### Cell classes on the final placement, run 1

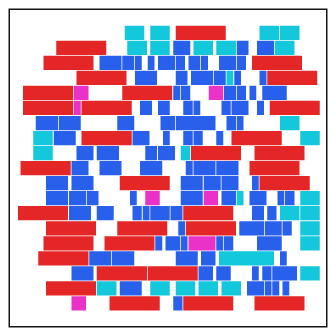
### Clock wires, drivers and flops, run 1

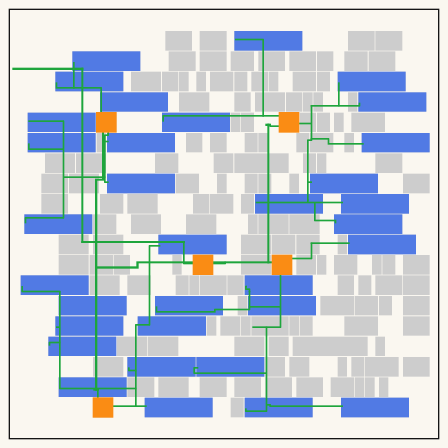
### Track usage over the die, run 1

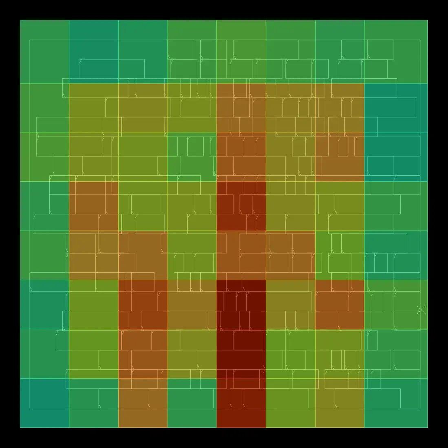
File: src/rtl/seq_pattern_detector.sv
// seq_pattern_detector: streaming symbol matcher against a programmable DEPTH-symbol pattern
module seq_pattern_detector #(
  parameter int WIDTH   = 3,
  parameter int DEPTH   = 4,
  parameter int CNT_W   = 8,
  parameter int OVERLAP = 1,
  localparam int IW = $clog2(DEPTH),
  localparam int FW = $clog2(DEPTH + 1)
) (
  input  logic             clk,
  input  logic             rst,
  input  logic             cfg_we,
  input  logic [IW-1:0]    cfg_idx,
  input  logic [WIDTH-1:0] cfg_sym,
  input  logic             in_valid,
  input  logic [WIDTH-1:0] in_data,
  input  logic             clr_cnt,
  output logic             match,
  output logic [CNT_W-1:0] match_cnt,
  output logic [FW-1:0]    fill
);
  logic [WIDTH-1:0] pat_q  [DEPTH];
  logic [WIDTH-1:0] hist_q [DEPTH];
  logic [FW-1:0]    fill_q, fill_d;
  logic [CNT_W-1:0] cnt_q, cnt_d;
  logic             match_q, eq, acc, hit;
  // Window compared against the pattern: the last DEPTH-1 held symbols plus the incoming one
  always_comb begin
    eq = in_data == pat_q[DEPTH-1];
    for (int i = 0; i < DEPTH - 1; i++) eq = eq && (hist_q[i+1] == pat_q[i]);
    acc    = in_valid && !cfg_we;
    hit    = acc && eq && (fill_q >= FW'(DEPTH - 1));
    fill_d = cfg_we ? '0 :
             !acc ? fill_q :
             (hit && OVERLAP == 0) ? '0 :
             (fill_q == FW'(DEPTH)) ? fill_q : fill_q + 1'b1;
    cnt_d  = clr_cnt ? '0 : (hit && cnt_q != '1) ? cnt_q + 1'b1 : cnt_q;
  end
  always_ff @(posedge clk or negedge rst) begin
    if (!rst) begin
      for (int i = 0; i < DEPTH; i++) begin
        pat_q[i]  <= '0;
        hist_q[i] <= '0;
      end
      fill_q  <= '0;
      cnt_q   <= '0;
      match_q <= 1'b0;
    end else begin
      if (cfg_we && 32'(cfg_idx) < DEPTH) pat_q[cfg_idx] <= cfg_sym;
      if (acc) begin
        for (int i = 0; i < DEPTH - 1; i++) hist_q[i] <= hist_q[i+1];
        hist_q[DEPTH-1] <= in_data;
      end
      fill_q  <= fill_d;
      cnt_q   <= cnt_d;
      match_q <= hit;
    end
  end
  assign match     = match_q;
  assign match_cnt = cnt_q;
  assign fill      = fill_q;
endmodule

File: config.mk
export PLATFORM = sky130hd
export DESIGN_NAME = seq_pattern_detector
export DESIGN_NICKNAME = d
export VERILOG_FILES = /design/src/rtl/seq_pattern_detector.sv
export SDC_FILE = /design/constraint.sdc
export NUM_CORES = 1
export LEC_CHECK = 0
export CORE_UTILIZATION = 53
export DETAILED_ROUTE_END_ITERATION = 8
export GPL_TIMING_DRIVEN = 0
export PLACE_DENSITY_LB_ADDON = 0.3
export SYNTH_ARGS = -nofsm -noshare
export SYNTH_HDL_FRONTEND = slang
export SYNTH_SLANG_ARGS = --single-unit
File: constraint.sdc
create_clock -name clk -period 3.2 [get_ports clk]
set_input_delay 0.64 -clock clk [delete_from_list [all_inputs] [get_ports clk]]
set_output_delay 0.64 -clock clk [all_outputs]
set_load 0.02 [all_outputs]
==> qor.yml, run 1 <==
run_status:
  outcome: "finished with violations"
  violations: "DRC"
worst_setup_path:
  worstSetupEndpointType: "flop"
  cp_slowest_stage_delay_ns: 0.55
  cp.depth: 8
  startpoint: "cfg_we"
  path_buffers: 2
  arrival_ns: 2.91
global_route:
  grt_pass1_wl_mm: 5.26
  grt_pass1_vias: 1171
  grt_max_degree: 21
finish:
  stdcell_area_um2: 1970
  nFillCells: 222
  fin_nets: 190
  seq_cells: 33
clock_tree:
  clk_transition_reported_paths_ns: 0.10
  clock_latency_ns: 0.33
  clk_path_buf_depth: 2
route:
  drt_pre_antenna_iters: 8
  wl_per_cell_um: 14.8
  highest_layer: "met4"
  drcViolationCount: 1
floorplan:
  die_w_um: 57.2
  die-area_um2: 3270
  core-area_um2: 2830
  core_util_floorplan: 0.570
final_timing:
  slew_violations: 0
logic_synthesis:
  syn-mean-instance-area_um2: 11.4
  ys_types: 32
placement:
  gp_congestion: 0.856
power_and_ir_drop:
  p_seq_frac: 0.552
job:
  log.warning_count: 27
  drv_cap: 0
About 'Cell classes on the final placement':
Blue marks remaining logic cells, cells 105, share of their area 40%. Magenta marks clock drivers and dummy loads, cells 7, share of their area 2.8%. Cyan marks remaining buffers and delay cells, cells 28, share of their area 14%. Red marks registers, cells 33, share of their area 43%.

About 'Clock wires, drivers and flops':
Green marks clock wires, length 417 µm. Blue marks flip-flops, count 33. Orange marks clock-net drivers, count 5.
There are 6 routed clock nets.

About 'Track usage over the die':
GRT met2 Usage: 0.346
Finished Core Util: 0.698

--- run 2 (diff from run 1) ---
--- a/config.mk
+++ b/config.mk
@@ -5,7 +5,7 @@
 export SDC_FILE = /design/constraint.sdc
 export NUM_CORES = 1
 export LEC_CHECK = 0
-export CORE_UTILIZATION = 53
+export CORE_UTILIZATION = 47
 export DETAILED_ROUTE_END_ITERATION = 8
 export GPL_TIMING_DRIVEN = 0
 export PLACE_DENSITY_LB_ADDON = 0.3
==> constraint.sdc (replaced) <==
create_clock -name clk -period 2.3 [get_ports clk]
set_input_delay 0.46 -clock clk [delete_from_list [all_inputs] [get_ports clk]]
set_output_delay 0.46 -clock clk [all_outputs]
set_load 0.02 [all_outputs]
### Track usage over the die, run 2

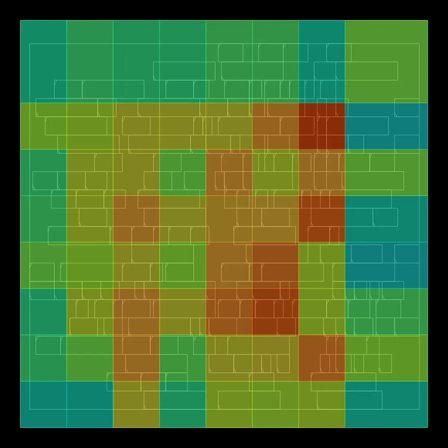
GR peak layer: met2
met3 GRT Util: 0.0448
GRT met2 Usage: 0.328

### Ports around the boundary, run 2

Pins as bars across the die edge, other pins in gray.
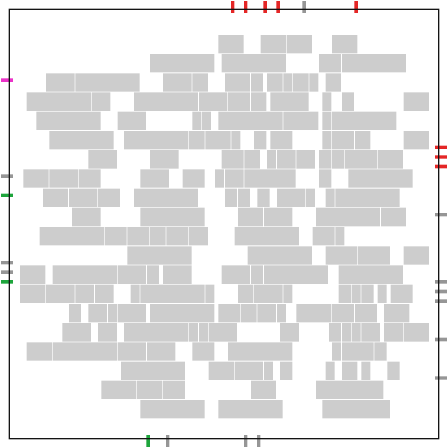
Red marks match_cnt, pins 8, direction output, edge 5 north, 3 east. Green marks cfg_sym, pins 3, direction input, edge 2 west, 1 south. Magenta marks clk, pins 1, direction input, edge west.

==> run 2 against run 1 <==
Net effect:
- the run now ends clean
- synthesized cell count is the same
- non-clock buffer count grew 2
- routed wire length grew 0.13%
- clock-buffer cell count is the same
- sequential power grew 39%
- first-iteration DRC count shrank 40%
- total power grew 44%
- sequential cell count is the same
- clock skew shrank 0.0019 ns
- critical path depth grew 1
- combinational power grew 39%
- clock power grew 58%
- critical endpoint unchanged
- highest routed layer unchanged
==> qor.yml, run 2 <==
worst_setup_path:
  path_buffers: 1  # was 2
  cp.depth: 9  # was 8
  worstSetupEndpointType: "flop"  # unchanged
  startpoint: "fill[0]"  # was cfg_we
  cp_slowest_stage_delay_ns: 0.43  # was 0.55 ns
placement:
  gp_congestion: 0.779  # was 0.856
logic_synthesis:
  syn-mean-instance-area_um2: 11.4  # unchanged
  ys_sh_simple: 0.133  # unchanged
  ys_types: 32  # unchanged
run_status:
  outcome: "complete, no violations"  # was finished with violations
floorplan:
  core-area_um2: 3150  # was 2830 µm²
  die-area_um2: 3670  # was 3270 µm²
  core_util_floorplan: 0.512  # was 0.570
  die_w_um: 60.6  # was 57.2 µm
finish:
  nFillCells: 269  # was 222
  stdcell_area_um2: 2010  # was 1970 µm²
  clock_buffers: 7  # unchanged
  final_util: 0.639  # was 0.698
  fin_nets: 192  # was 190
  logic_area_um2: 749  # was 737 µm²
  seq_cells: 33  # unchanged
power_and_ir_drop:
  p_leak_uw: 0.000869  # was 0.000844 µW
route:
  highest_layer: "met4"  # unchanged
  drcViolationCount: 0  # was 1
  drt_pre_antenna_iters: 4  # was 8
final_timing:
  clock.fmax_mhz: 450
  slew_violations: 0  # unchanged
  postLayoutSetupSlackWorst_ns: 0.0790  # was 0.512 ns
global_route:
  grt_pass1_vias: 1177  # was 1171
  grt_max_degree: 34  # was 21
clock_tree:
  clock_latency_ns: 0.34  # was 0.33 ns
  clk_path_buf_depth: 2  # unchanged
--- run 3 (diff from run 2) ---
--- a/config.mk
+++ b/config.mk
@@ -5,9 +5,11 @@
 export SDC_FILE = /design/constraint.sdc
 export NUM_CORES = 1
 export LEC_CHECK = 0
+export CORE_MARGIN = 8
 export CORE_UTILIZATION = 47
 export DETAILED_ROUTE_END_ITERATION = 8
 export GPL_TIMING_DRIVEN = 0
+export MAX_ROUTING_LAYER = met4
 export PLACE_DENSITY_LB_ADDON = 0.3
 export SYNTH_ARGS = -nofsm -noshare
 export SYNTH_HDL_FRONTEND = slang
### Ports around the boundary, run 3

Pins as bars across the die edge, other pins in gray.
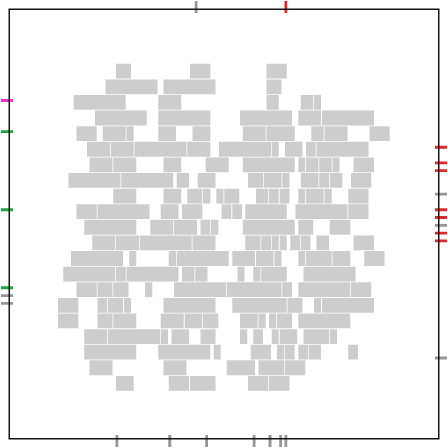
Green marks cfg_sym, pins 3, direction input, edge west. Red marks match_cnt, pins 8, direction output, edge 7 east, 1 north. Magenta marks clk, pins 1, direction input, edge west.
All pins by edge: 10 east, 7 south, 6 west, 2 north.

### Cell classes on the final placement, run 3

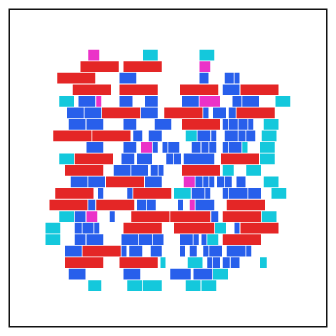
Cyan marks remaining buffers and delay cells, cells 31, share of their area 15%. Magenta marks clock drivers and dummy loads, cells 8, share of their area 3.0%. Blue marks remaining logic cells, cells 105, share of their area 40%. Red marks registers, cells 33, share of their area 42%.

==> run 3 against run 2 <==
Net effect:
- synthesized cell count unchanged
- sequential share of layout area up 0.10 points
- cell area is 0.25% lower
==> qor.yml, run 3 <==
worst_setup_path:
  cp_slowest_stage_delay_ns: 0.50  # was 0.43 ns
  worstSetupEndpointType: "flop"  # unchanged
  path_buffers: 2  # was 1
  arrival_ns: 2.42  # was 2.46 ns
  cp.depth: 8  # was 9
logic_synthesis:
  ys_sh_simple: 0.133  # unchanged
  syn-mean-instance-area_um2: 11.4  # unchanged
  ys_types: 32  # unchanged
clock_tree:
  htree_num_levels: 2  # unchanged
  post_cts_buffers: 3  # unchanged
  clock_latency_ns: 0.34  # about the same
  clk_path_buf_depth: 2  # unchanged
  clk_transition_reported_paths_ns: 0.10  # was 0.11 ns
finish:
  areaGrowthSynthToFinish_pct: 24.6  # was 24.9%
  logic_area_um2: 742  # was 749 µm²
  nFillCells: 288  # was 269
  seq_cells: 33  # unchanged
  stdcell_area_um2: 2010  # about the same
  fin_nets: 193  # was 192
  clock_buffers: 8  # was 7
final_timing:
  slew_headroom: 0.516  # was 0.521
  postLayoutSetupSlackWorst_ns: 0.120  # was 0.0790 ns
  slew_violations: 0  # unchanged
  fin_hold_ws_ns: 0.164  # was 0.163 ns
global_route:
  grt_max_degree: 34  # unchanged
  grt_pass1_vias: 1237  # was 1177
  grt_util_met3: 0.0391  # was 0.0448
  grt_pass1_wl_mm: 5.44  # was 5.17 mm
  use_met2: 0.217  # was 0.328
  busiest_layer: "met2"  # unchanged
route:
  wl_per_cell_um: 14.1  # was 13.8 µm
  highest_layer: "met4"  # unchanged
  drt_pre_antenna_iters: 4  # unchanged
job:
  log.warning_count: 27  # unchanged
  drv_cap: 0  # unchanged
placement:
  dp_cells: 211  # was 209
  gp_congestion: 0.830  # was 0.779
floorplan:
  core_util_floorplan: 0.487  # was 0.512
  die-area_um2: 5560  # was 3670 µm²
  ios: 25  # unchanged
  die_w_um: 74.6  # was 60.6 µm
power_and_ir_drop:
  peakVddDrop_uv: 444  # was 406 µV
  p_seq_frac: 0.545  # was 0.534
run_status:
  outcome: "complete, no violations"  # unchanged

==> notes/layouts.md <==
Pictures saved along the way, in no particular order.

Wiring by layer.
Two of the layers only.
image #1
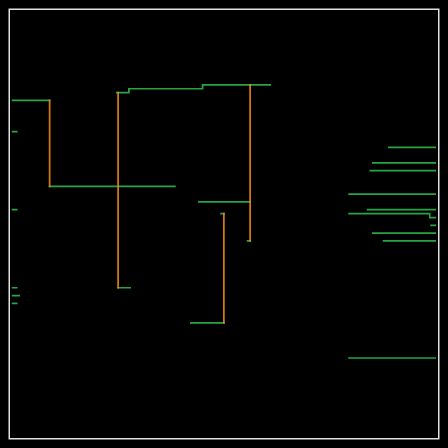
image #2
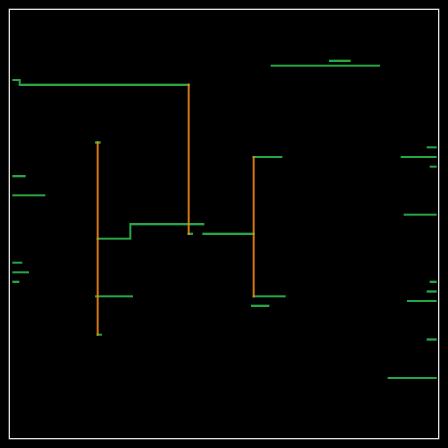
image #3
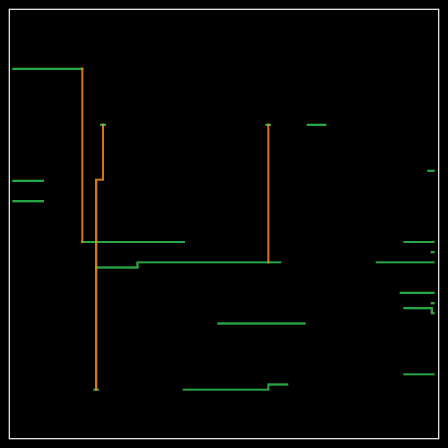
For run 1, see image #3.
For run 2, see image #2.
For run 3, see image #1.

Key to image #1:
Orange marks M4, wire length 95.2 µm. Green marks M3, wire length 185 µm.

Power is estimated from default activity; no workload was simulated.
